**Run 1: placement view**

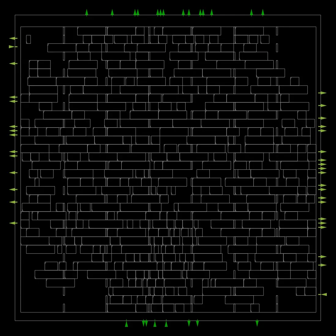
**Run 1: M2 wires**

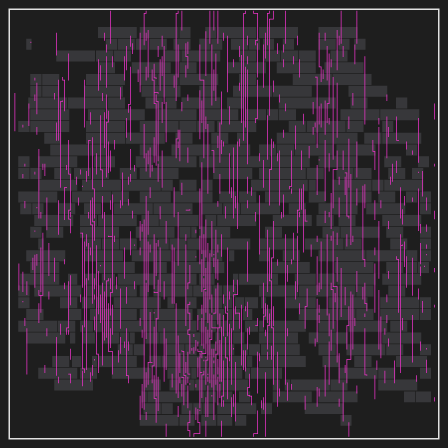
**Run 1: register map, names as in the netlist**

Other sequential cells in the stronger grey, the rest of the logic in the fainter grey.
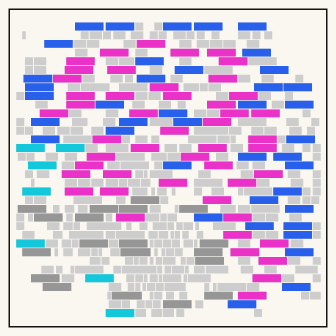
**Run 1: local utilization**

10 x 10 tiles, from white (low) to dark blue (high), 0 to 100% covered.
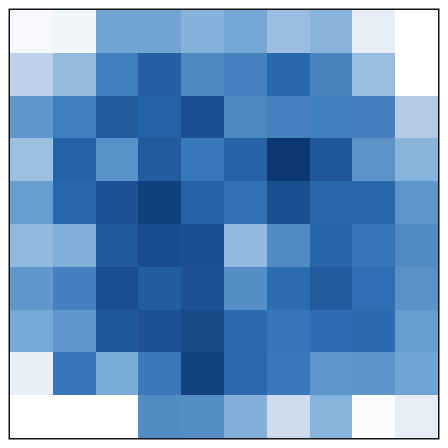
**src/rtl/sd_pkg.sv**
```systemverilog
// Shared definitions for the SD command-line receive path: FSM encoding,
// frame geometry and the CRC7 (x^7 + x^3 + 1) single-bit update.
package sd_pkg;

  localparam int SD_FRAME_BITS = 48;  // start .. end bit
  localparam int SD_CRC_FIRST  = 40;  // index of the first CRC7 bit in the frame

  localparam logic [6:0] SD_CRC7_TAPS = 7'h09;

  typedef enum logic [2:0] {
    ST_IDLE       = 3'd0,
    ST_WAIT_START = 3'd1,
    ST_SHIFT      = 3'd2,
    ST_CHECK      = 3'd3,
    ST_DONE       = 3'd4
  } sd_rx_state_e;

  // One MSB-first CRC7 step. The feedback bit is the incoming bit xor the
  // register MSB; it is injected at bit 0 and bit 3.
  function automatic logic [6:0] crc7_step(input logic [6:0] crc, input logic bit_in);
    logic inv;
    inv = bit_in ^ crc[6];
    return {crc[5:0], 1'b0} ^ (inv ? SD_CRC7_TAPS : 7'h00);
  endfunction

endpackage

```
**src/rtl/crc7_serial.sv**
```systemverilog
// Bit-serial CRC7 register shared by the SD receive checker and the host
// command generator. Synchronous clear has priority over the enable.
module crc7_serial
  import sd_pkg::*;
(
  input  logic       CLK,
  input  logic       RST,
  input  logic       clr,
  input  logic       en,
  input  logic       bit_i,
  output logic [6:0] crc_o
);

  logic [6:0] crc_q, crc_d;

  // next CRC value: clear, advance by one bit, or hold
  always_comb begin
    crc_d = crc_q;
    if (clr) begin
      crc_d = 7'h00;
    end else if (en) begin
      crc_d = crc7_step(crc_q, bit_i);
    end
  end

  // CRC register
  always_ff @(posedge CLK or negedge RST) begin
    if (!RST) begin
      crc_q <= 7'h00;
    end else begin
      crc_q <= crc_d;
    end
  end

  assign crc_o = crc_q;

endmodule

```
**src/rtl/sd_cmd_rsp_rx.sv**
```systemverilog
// SD CMD-line frame receiver: waits for a start bit, deserializes the
// 48-bit frame, checks CRC7 over the 40 content bits and the end bit, and
// reports the result with a one-cycle done pulse.
// Build option: SD_RSP_TIMEOUT_EN enables the no-start-bit timeout counter.
//
//   state      | meaning
//   -----------+-------------------------------------------------------
//   IDLE       | cleared; waits for Enable (re-armed after a low phase)
//   WAIT_START | CMD idles high; first sampled 0 is the start bit
//   SHIFT      | collects bits 1..47; CRC fed through bit 39
//   CHECK      | compares CRCs, checks end bit, registers results
//   DONE       | one-cycle done pulse, then back to IDLE
module sd_cmd_rsp_rx
  import sd_pkg::*;
#(
  parameter int TIMEOUT_CYC = 64
) (
  input  logic        CLK,
  input  logic        RST,
  input  logic        Enable,
  input  logic        bit_en,
  input  logic        cmd_i,
  output logic [39:0] rsp_o,
  output logic [6:0]  crc_o,
  output logic        done,
  output logic        crc_err,
  output logic        frame_err,
  output logic        timeout
);

  localparam logic [5:0] FRAME_END = 6'(SD_FRAME_BITS);
  localparam logic [5:0] CRC_FIRST = 6'(SD_CRC_FIRST);

  if (TIMEOUT_CYC < 1) begin : g_bad_timeout
    $error("sd_cmd_rsp_rx: TIMEOUT_CYC must be at least 1");
  end

  sd_rx_state_e state_q, state_d;

  logic        rearm_blk_q, rearm_blk_d;
  logic [47:0] sr_q, sr_d;
  logic [5:0]  cnt_q, cnt_d;
  logic [39:0] rsp_q, rsp_d;
  logic [6:0]  crc_rx_q, crc_rx_d;
  logic        crc_err_q, crc_err_d;
  logic        frame_err_q, frame_err_d;

  logic [6:0]  crc_calc;
  logic        tmo_tc;

  // FSM control strobes
  logic crc_clr, crc_en;
  logic sr_shift;
  logic cnt_clr, cnt_load1, cnt_inc;
  logic cap_frame, cap_tmo;
  logic done_c;

  // ------------------------------------------------------------------
  // FSM
  // ------------------------------------------------------------------

  // state register
  always_ff @(posedge CLK or negedge RST) begin
    if (!RST) begin
      state_q <= ST_IDLE;
    end else begin
      state_q <= state_d;
    end
  end

  // next-state logic; Enable low aborts everywhere except the done pulse
  always_comb begin
    state_d = state_q;
    if (!Enable && (state_q != ST_DONE)) begin
      state_d = ST_IDLE;
    end else begin
      case (state_q)
        ST_IDLE: begin
          if (Enable && !rearm_blk_q) state_d = ST_WAIT_START;
        end
        ST_WAIT_START: begin
          if (bit_en && !cmd_i)      state_d = ST_SHIFT;
          else if (bit_en && tmo_tc) state_d = ST_DONE;
        end
        ST_SHIFT: begin
          if (cnt_q == FRAME_END) state_d = ST_CHECK;
        end
        ST_CHECK: state_d = ST_DONE;
        ST_DONE:  state_d = ST_IDLE;
        default:  state_d = ST_IDLE;
      endcase
    end
  end

  // output/control decode; captures are gated by Enable so an abort
  // leaves the reported results untouched
  always_comb begin
    crc_clr   = 1'b0;
    crc_en    = 1'b0;
    sr_shift  = 1'b0;
    cnt_clr   = 1'b0;
    cnt_load1 = 1'b0;
    cnt_inc   = 1'b0;
    cap_frame = 1'b0;
    cap_tmo   = 1'b0;
    done_c    = 1'b0;
    case (state_q)
      ST_IDLE: begin
        crc_clr = 1'b1;
        cnt_clr = 1'b1;
      end
      ST_WAIT_START: begin
        if (Enable && bit_en) begin
          if (!cmd_i) begin
            crc_en    = 1'b1;
            sr_shift  = 1'b1;
            cnt_load1 = 1'b1;
          end else if (tmo_tc) begin
            cap_tmo = 1'b1;
          end
        end
      end
      ST_SHIFT: begin
        if (Enable && bit_en && (cnt_q < FRAME_END)) begin
          sr_shift = 1'b1;
          cnt_inc  = 1'b1;
          crc_en   = (cnt_q < CRC_FIRST);
        end
      end
      ST_CHECK: begin
        cap_frame = Enable;
      end
      ST_DONE: begin
        done_c = 1'b1;
      end
      default: ;
    endcase
  end

  // re-arm lockout: set when a pulse completes with Enable still high,
  // released by any cycle with Enable low
  always_comb begin
    rearm_blk_d = rearm_blk_q;
    if (!Enable) begin
      rearm_blk_d = 1'b0;
    end else if (state_q == ST_DONE) begin
      rearm_blk_d = 1'b1;
    end
  end

  // ------------------------------------------------------------------
  // Datapath
  // ------------------------------------------------------------------

  crc7_serial u_crc (
    .CLK   (CLK),
    .RST   (RST),
    .clr   (crc_clr),
    .en    (crc_en),
    .bit_i (cmd_i),
    .crc_o (crc_calc)
  );

  // shift register, bit counter and result capture
  always_comb begin
    sr_d        = sr_q;
    cnt_d       = cnt_q;
    rsp_d       = rsp_q;
    crc_rx_d    = crc_rx_q;
    crc_err_d   = crc_err_q;
    frame_err_d = frame_err_q;

    if (sr_shift) sr_d = {sr_q[46:0], cmd_i};

    if (cnt_clr)        cnt_d = 6'd0;
    else if (cnt_load1) cnt_d = 6'd1;
    else if (cnt_inc)   cnt_d = cnt_q + 6'd1;

    if (cap_frame) begin
      rsp_d       = sr_q[47:8];
      crc_rx_d    = sr_q[7:1];
      crc_err_d   = (crc_calc != sr_q[7:1]);
      frame_err_d = ~sr_q[0];
    end else if (cap_tmo) begin
      crc_err_d   = 1'b0;
      frame_err_d = 1'b0;
    end
  end

  // datapath and lockout registers
  always_ff @(posedge CLK or negedge RST) begin
    if (!RST) begin
      rearm_blk_q <= 1'b0;
      sr_q        <= '0;
      cnt_q       <= '0;
      rsp_q       <= '0;
      crc_rx_q    <= '0;
      crc_err_q   <= 1'b0;
      frame_err_q <= 1'b0;
    end else begin
      rearm_blk_q <= rearm_blk_d;
      sr_q        <= sr_d;
      cnt_q       <= cnt_d;
      rsp_q       <= rsp_d;
      crc_rx_q    <= crc_rx_d;
      crc_err_q   <= crc_err_d;
      frame_err_q <= frame_err_d;
    end
  end

`ifdef SD_RSP_TIMEOUT_EN
  localparam int TW = $clog2(TIMEOUT_CYC + 1);

  logic [TW-1:0] tmo_q, tmo_d;
  logic          tmo_flag_q, tmo_flag_d;

  // NCR down-counter: loaded in IDLE, one step per idle-high strobe
  always_comb begin
    tmo_d      = tmo_q;
    tmo_flag_d = tmo_flag_q;
    if (state_q == ST_IDLE) begin
      tmo_d = TW'(TIMEOUT_CYC);
    end else if ((state_q == ST_WAIT_START) && bit_en && cmd_i) begin
      tmo_d = tmo_q - TW'(1);
    end
    if (cap_tmo)        tmo_flag_d = 1'b1;
    else if (cap_frame) tmo_flag_d = 1'b0;
  end

  // timeout counter and flag registers
  always_ff @(posedge CLK or negedge RST) begin
    if (!RST) begin
      tmo_q      <= TW'(TIMEOUT_CYC);
      tmo_flag_q <= 1'b0;
    end else begin
      tmo_q      <= tmo_d;
      tmo_flag_q <= tmo_flag_d;
    end
  end

  assign tmo_tc  = (tmo_q == TW'(1)) && cmd_i;
  assign timeout = tmo_flag_q;
`else
  assign tmo_tc  = 1'b0;
  assign timeout = 1'b0;
`endif

  assign rsp_o     = rsp_q;
  assign crc_o     = crc_rx_q;
  assign crc_err   = crc_err_q;
  assign frame_err = frame_err_q;
  assign done      = done_c;

endmodule

```
**config.mk**
```make
export PLATFORM = sky130hd
export DESIGN_NAME = sd_cmd_rsp_rx
export DESIGN_NICKNAME = d
export VERILOG_FILES = /design/src/rtl/sd_pkg.sv /design/src/rtl/crc7_serial.sv /design/src/rtl/sd_cmd_rsp_rx.sv
export SDC_FILE = /design/constraint.sdc
export NUM_CORES = 1
export LEC_CHECK = 0
export CORE_MARGIN = 1.5
export CORE_UTILIZATION = 50
export DETAILED_ROUTE_END_ITERATION = 10
export PLACE_DENSITY = 0.72
export SYNTH_ARGS = -nofsm -noshare
export SYNTH_HDL_FRONTEND = slang
export SYNTH_SLANG_ARGS = --single-unit
```
**constraint.sdc**
```tcl
create_clock -name CLK -period 1.9 [get_ports CLK]
set_input_delay 0.475 -clock CLK [delete_from_list [all_inputs] [get_ports CLK]]
set_output_delay 0.475 -clock CLK [all_outputs]
set_load 0.05 [all_outputs]
```
==> git commit body, run 1 <==
Log flow metrics for this revision

- Setup repair after global routing could not meet its margin everywhere.
- Total chip power: 6.91 mW
* Routed wirelength normalized by instance count: around 16 µm
- In this run, the synthesized area fraction spent on AND-OR/OR-AND gates is recorded as 0.0171.
- Number of iterations in the first detailed-routing pass: 4
- Multi-input combinational cells in the finished layout were counted as ~170.
- The repair_antennas step left the layout with diodes totalling 0.
* DRT iter0 DRCs: about 120
- Biggest cell category by area in the final layout: registers
- Per the post-synthesis stats, the area per cell is 14.9 µm².
* Global-route wire length before repair: 13400 µm
- Clock root cell: sky130_fd_sc_hd__clkbuf_8
- The number of cells reported by Yosys stat comes to ~310.
- Global-route track usage on met3: 0.0475
* Post-route worst hold slack: ~0.45 ns
- Commonest cells post-synth: sky130_fd_sc_hd__dfrtp_1 (114), sky130_fd_sc_hd__mux2_2 (81), sky130_fd_sc_hd__mux2_1 (19)
- The script extracted a total leakage power of between 3 and 4 nW.
- For this run, global-route usage on met1 was measured as 0.232.
- Synth Seq Share: 0.619
- Basic Gates by Area: 0.0521
- The report puts the hold buffer count at CTS at 1.
- The flow reports power dissipated in combinational cells as around 0.89 mW.
* Final GP Congestion: between 0.9 and 1
- Met3 routed WL: 299 µm
- Register with the highest flop count: sr_q
- The run finished with clean final reports.
- Yosys warnings: 0
- For this run, the post-layout net count is around 400.
- Setup repair bufs after CTS: 3
- Dpl ws: -0.401 ns
- Cell with the most instances after synthesis: sky130_fd_sc_hd__dfrtp_1
* Clock buffer depth: 2
* Logic depth of the worst setup path including buffers: 3
- OpenROAD warnings: 28
- Sort of element at the end of the critical path: primary output
- Placed cell areas: 5300 µm²
- The routed wirelength on the met1 layer is recorded as about 3700 µm.
- Of all the cell area in the finished design, the clock network holds 0.104.
- Origin of the critical flop-to-flop path: state_q[2]$_DFFE_PN0P_
- Logic gate share of total power: 0.129
- Max FFs per register: between 40 and 50
* Sw Ratio: 0.241
- Delay-heaviest family, CP: flip-flops
- Commonest Layout Cell: sky130_fd_sc_hd__dfrtp_1
- Synth Area in Adders: 0.00543
- Per the skew report, the later register of the worst-skew pair sees a clock latency of a little over 0.5 ns.
* Pin count of the biggest net entering global routing: 38
- Most numerous logic cells after layout: sky130_fd_sc_hd__dfrtp_1 (112), sky130_fd_sc_hd__mux2_2 (81), sky130_fd_sc_hd__buf_4 (69), sky130_fd_sc_hd__mux2_1 (19), sky130_fd_sc_hd__clkbuf_16 (16)
- PortBufs: roughly 54
* Antenna violations before repair: 0
* Layout area overhead: 29.9%
- Number of tap cells added at floorplan: 108
* Power per cell area: between 1000 and 1500 nW/µm²
* Timing endpoint of the critical path: done
- Looking at the critical path, the highest net fanout was 4.
- Vias/cell: between 5 and 6
- Data buffer area share: 0.118
* Residual antenna-violating net count after detailed routing: 0
- TritonCTS built the clock tree.
- Critical path data arrival time: roughly 1.4 ns
- On the critical path, the stage with the largest delay is an instance of sky130_fd_sc_hd__dfrtp_1.
- Instance count after placement with tap cells included: 477
- The layout stage reports a final design area of 5990 µm².
- For the final database, setup skew stands at between 0.006 and 0.007 ns.
* Required arrival time at the worst endpoint: roughly 1.4 ns
* Fraction of final layout cells sized beyond drive strength 1: 0.479
- Met2 wire length: about 3700 µm
- The highest metal layer carrying signal wires in the routed design is met4.
- The power report lists the clock group at 3.29 mW.
- Sequential Power Share: 0.395
* Post-CTS sizing: 2
- The share of total power dissipated in the clock network is 0.476.
* Row cnt: 34
- From bottom edge to top edge, the die measures between 90 and 100 µm.
* Max Freq: about 540 MHz
- Note, the detailed placer reported a final HPWL of 5120 µm.
- Predominant post-synthesis flop cell: sky130_fd_sc_hd__dfrtp_1
- Time the worst path needs with I/O delays and setup: approximately 1.9 ns
- Cell count after synthesis: between 300 and 400
- After routing, the total negative slack on setup checks comes to 0 ns.
- The final hold violation count recorded for this run is 0.
- The most critical setup path has its startpoint at state_q[0]$_DFFE_PN0P_.
- For the worst reg-to-reg path, the endpoint reported by OpenROAD is sr_q[18]$_DFFE_PN0P_.
- Clock-pin transition on the worst setup and hold timing paths: 0.06 ns
* Total clock sinks: 114
* Endpoints failing setup: 0
- Die Width: approximately 99 µm
- For the worst flop-to-flop path, the logic depth is 6.
Back to the opening pictures, 'placement view':
fill cell instance count of the final layout: 617
Final Instance Count excl. Fillers: 513

Back to the opening pictures, 'M2 wires':
share of all routed wire = 47%
longest straight run = 43.9 µm
nets with wire on the layer = 373
main direction = vertical
total via count after detailed routing: 2714
met2 demand-to-capacity share in global routing: 0.270
Total Routed Length: 7950 µm

Back to the opening pictures, 'register map, names as in the netlist':
cyan -> crc_o  # placed flops 7
magenta -> sr_q  # placed flops 48
blue -> rsp_o  # placed flops 40, where all over the die
FF+latch area: 2860 µm²
sequential group power: 2.73 mW
sequential fraction of total cell area: 0.477
fraction of the core area covered by cells at the end of the flow: 0.677

Back to the opening pictures, 'local utilization':
nearly empty tiles = 5.0%
tiles over 75% full = 34%
fullest tile = 97%
densest ninth of the die = middle
mean over tiles = 60%
initial standard-cell utilization of the core: 0.521
area of the core: 8850 µm²

**Run 1: the metal 1 layer**

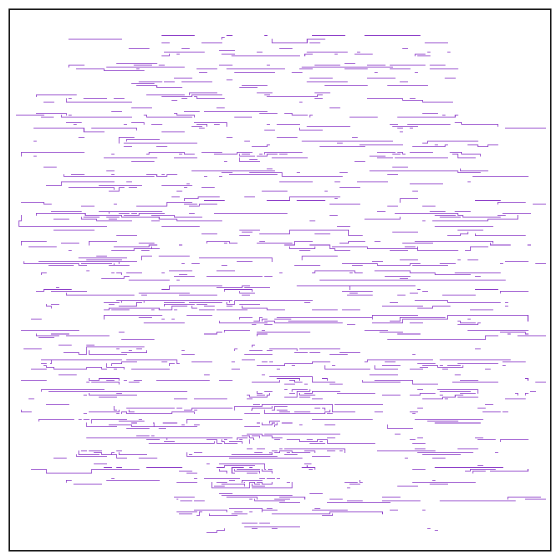

==> inputs of run 2 (changes only) <==
--- a/config.mk
+++ b/config.mk
@@ -5,10 +5,11 @@
 export SDC_FILE = /design/constraint.sdc
 export NUM_CORES = 1
 export LEC_CHECK = 0
-export CORE_MARGIN = 1.5
+export ABC_AREA = 1
+export CORE_MARGIN = 2
 export CORE_UTILIZATION = 50
 export DETAILED_ROUTE_END_ITERATION = 10
-export PLACE_DENSITY = 0.72
+export PLACE_DENSITY = 0.71
 export SYNTH_ARGS = -nofsm -noshare
 export SYNTH_HDL_FRONTEND = slang
 export SYNTH_SLANG_ARGS = --single-unit
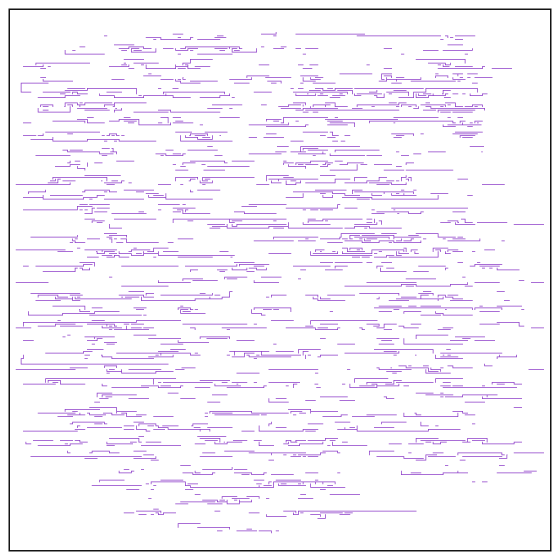
**Above:** run 2 (the metal 1 layer).
share of all routed wire = 46%
nets with wire on the layer = 534
total via count after detailed routing: 3449
Total Routed Length: 9030 µm
met1 track demand over resource: 0.250

==> run 2 against run 1 <==
Core utilization fell by 3.0 points. Cell count increased by 37%. Maximum frequency grew 2.5%. Worst setup slack gained 0.046 ns. Clock power is 11% lower. Non-clock buffer count shrank 8. Worst hold slack better by 0.033 ns. Clock skew is 0.0011 ns higher. Power is 66% higher. Critical endpoint unchanged. Largest cell class unchanged.
==> git commit body, run 2 <==
Log flow metrics for this revision

* Post-CTS sizing: 2
- In this run, the synthesized area fraction spent on and/or/nand/nor cells is recorded as 0.170.
- Logic gate share of total power: 0.390
* Die Width: slightly above 100 µm
- In the final layout, the share of cells above drive strength 1 is 0.216.
- The layout report lists the non-clock buffer share of cell area as 0.111.
* Power drawn by the clock network: ~2.9 mW
* Register with the highest flop count: sr_q
- Per the CTS log, the root buffer master is sky130_fd_sc_hd__clkbuf_8.
* Run status: finished clean
- Detailed placement reports a standard cell area of 5380 µm².
* Vias/cell: 4.90
- The finished design was reported to have a net count of slightly below 600.
- Counting tap cells, the placed design contains a total of about 670 instances.
- STA classifies the critical path endpoint as a primary output.
- Endpoints failing setup: 0
* Synth Seq Share: 0.603
- Of all the cell area in the finished design, the clock network holds 0.0925.
* Clock tree from TritonCTS: done
- Sw Ratio: 0.412
- Setup repair after global routing left no endpoint under its margin.
* Fraction of the core area covered by cells at the end of the flow: 0.647
- Delay-heaviest family, CP: flip-flops
* Clock network power share: 0.255
* Biggest cell category by area in the final layout: registers
- Clock buffer depth: 2
* Total clock sinks: roughly 110
- OpenROAD emitted warnings numbering 27.
- The highest metal layer carrying signal wires in the routed design is met4.
- FF+latch area: approximately 2900 µm²
* Sequential fraction of total cell area: 0.480
- According to the timing report, the critical path is launched from state_q[0]$_DFFE_PN0P_.
- Fill cells in the final layout number 752.
* Area of the core: 9200 µm²
- Worst Clk Skew: between 0.007 and 0.008 ns
- Logic depth of the worst setup path including buffers: 4
- The most critical setup path has its endpoint at done.
* Row cnt: 35
* Power Combinational: 4.46 mW
- Buffers placed on the I/O ports in this run total approximately 54.
* Top fanout value on the critical path: 4
**Run 2: local utilization**

10 x 10 tiles, from white (low) to dark blue (high), 0 to 100% covered.
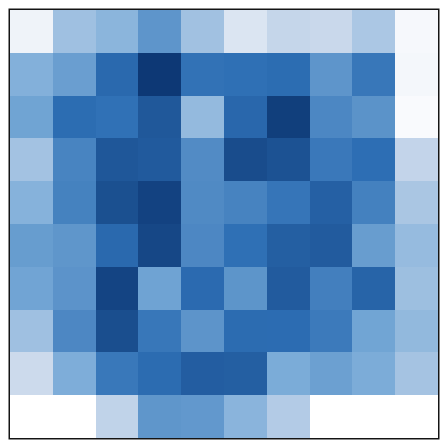

==> inputs of run 3 (changes only) <==
--- a/config.mk
+++ b/config.mk
@@ -6,6 +6,7 @@
 export NUM_CORES = 1
 export LEC_CHECK = 0
 export ABC_AREA = 1
+export CORE_ASPECT_RATIO = 0.9
 export CORE_MARGIN = 2
 export CORE_UTILIZATION = 50
 export DETAILED_ROUTE_END_ITERATION = 10
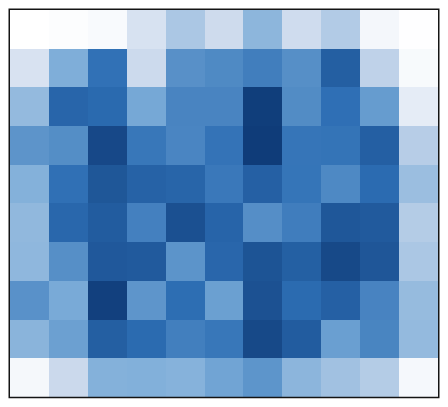
**Above:** run 3 (local utilization).
11 x 10 tiles, from white (low) to dark blue (high), 0 to 100% covered.
nearly empty tiles = 2.7%
fullest tile = 95%
densest ninth of the die = middle
area of the core: 9170 µm²
initial standard-cell utilization of the core: 0.516

==> run 3 against run 2 <==
Cell count increased by 2.0%. Synthesized area unchanged. Non-clock buffer count rose by 2. Worst hold slack worse by 0.15 ns. Die size is essentially flat. Critical path type unchanged. Largest power group unchanged.
==> git commit body, run 3 <==
Log flow metrics for this revision

- Clock tree from TritonCTS: done
* Number of tap cells added at floorplan: 122
- The die is 107 µm wide.
* Global-route wire length before repair: 16000 µm
- Synth Area in Adders: 0.00529
* Capture instance of the worst register-to-register path: sr_q[36]$_DFFE_PN0P_
* Routed wirelength normalized by instance count: ~13 µm
* Mean instance size in the synthesized netlist: 9.25 µm²
- Among logic cells in the layout, the one with the most instances is sky130_fd_sc_hd__nand2_1.
* Final Net Count: about 600
- Entering global routing, the biggest net connects between 50 and 60 pins.
- sr_q holds more flip-flops than any other register.
* Met1 Routed Length: between 4000 and 5000 µm
- Per the layout area report, the register area comes to around 2900 µm².
* Half-perimeter wire length after detailed placement: between 6000 and 7000 µm
- The biggest slice of the area belongs to registers.
* Total via count after detailed routing: between 3000 and 4000
- Met2 demand-to-capacity share in global routing: 0.331
* Critical path data arrival time: approximately 1.3 ns
- Endpoints failing setup: 0
* Run status: finished clean
- PortBufs: ~54
- Number of hold buffers added after cts: 1
- Per the OpenROAD timing report, the critical path contains 4 cells.
* Unrepaired setup endpoints after global routing: false
* Vertical die dimension: around 96 µm
* Met1 track demand over resource: 0.266
- Commonest cells post-synth: sky130_fd_sc_hd__nand2_1 (130), sky130_fd_sc_hd__dfrtp_1 (114), sky130_fd_sc_hd__inv_1 (69)
- For the worst setup path, the data required time is about 1.4 ns.
* Row cnt: 33
- The register with the most flip-flops in the layout has about 48 of them.
* Final GP Congestion: between 0.8 and 0.9
- Top fanout value on the critical path: 2
- Post-route worst hold slack: 0.333 ns
- For this run, the share of the core covered by cells in the final layout is 0.661.
- The completed layout was analyzed and its total power is about 12 mW.
- The power report attributes to the combinational group a share of 0.379.
Power is estimated from default activity; no workload was simulated.
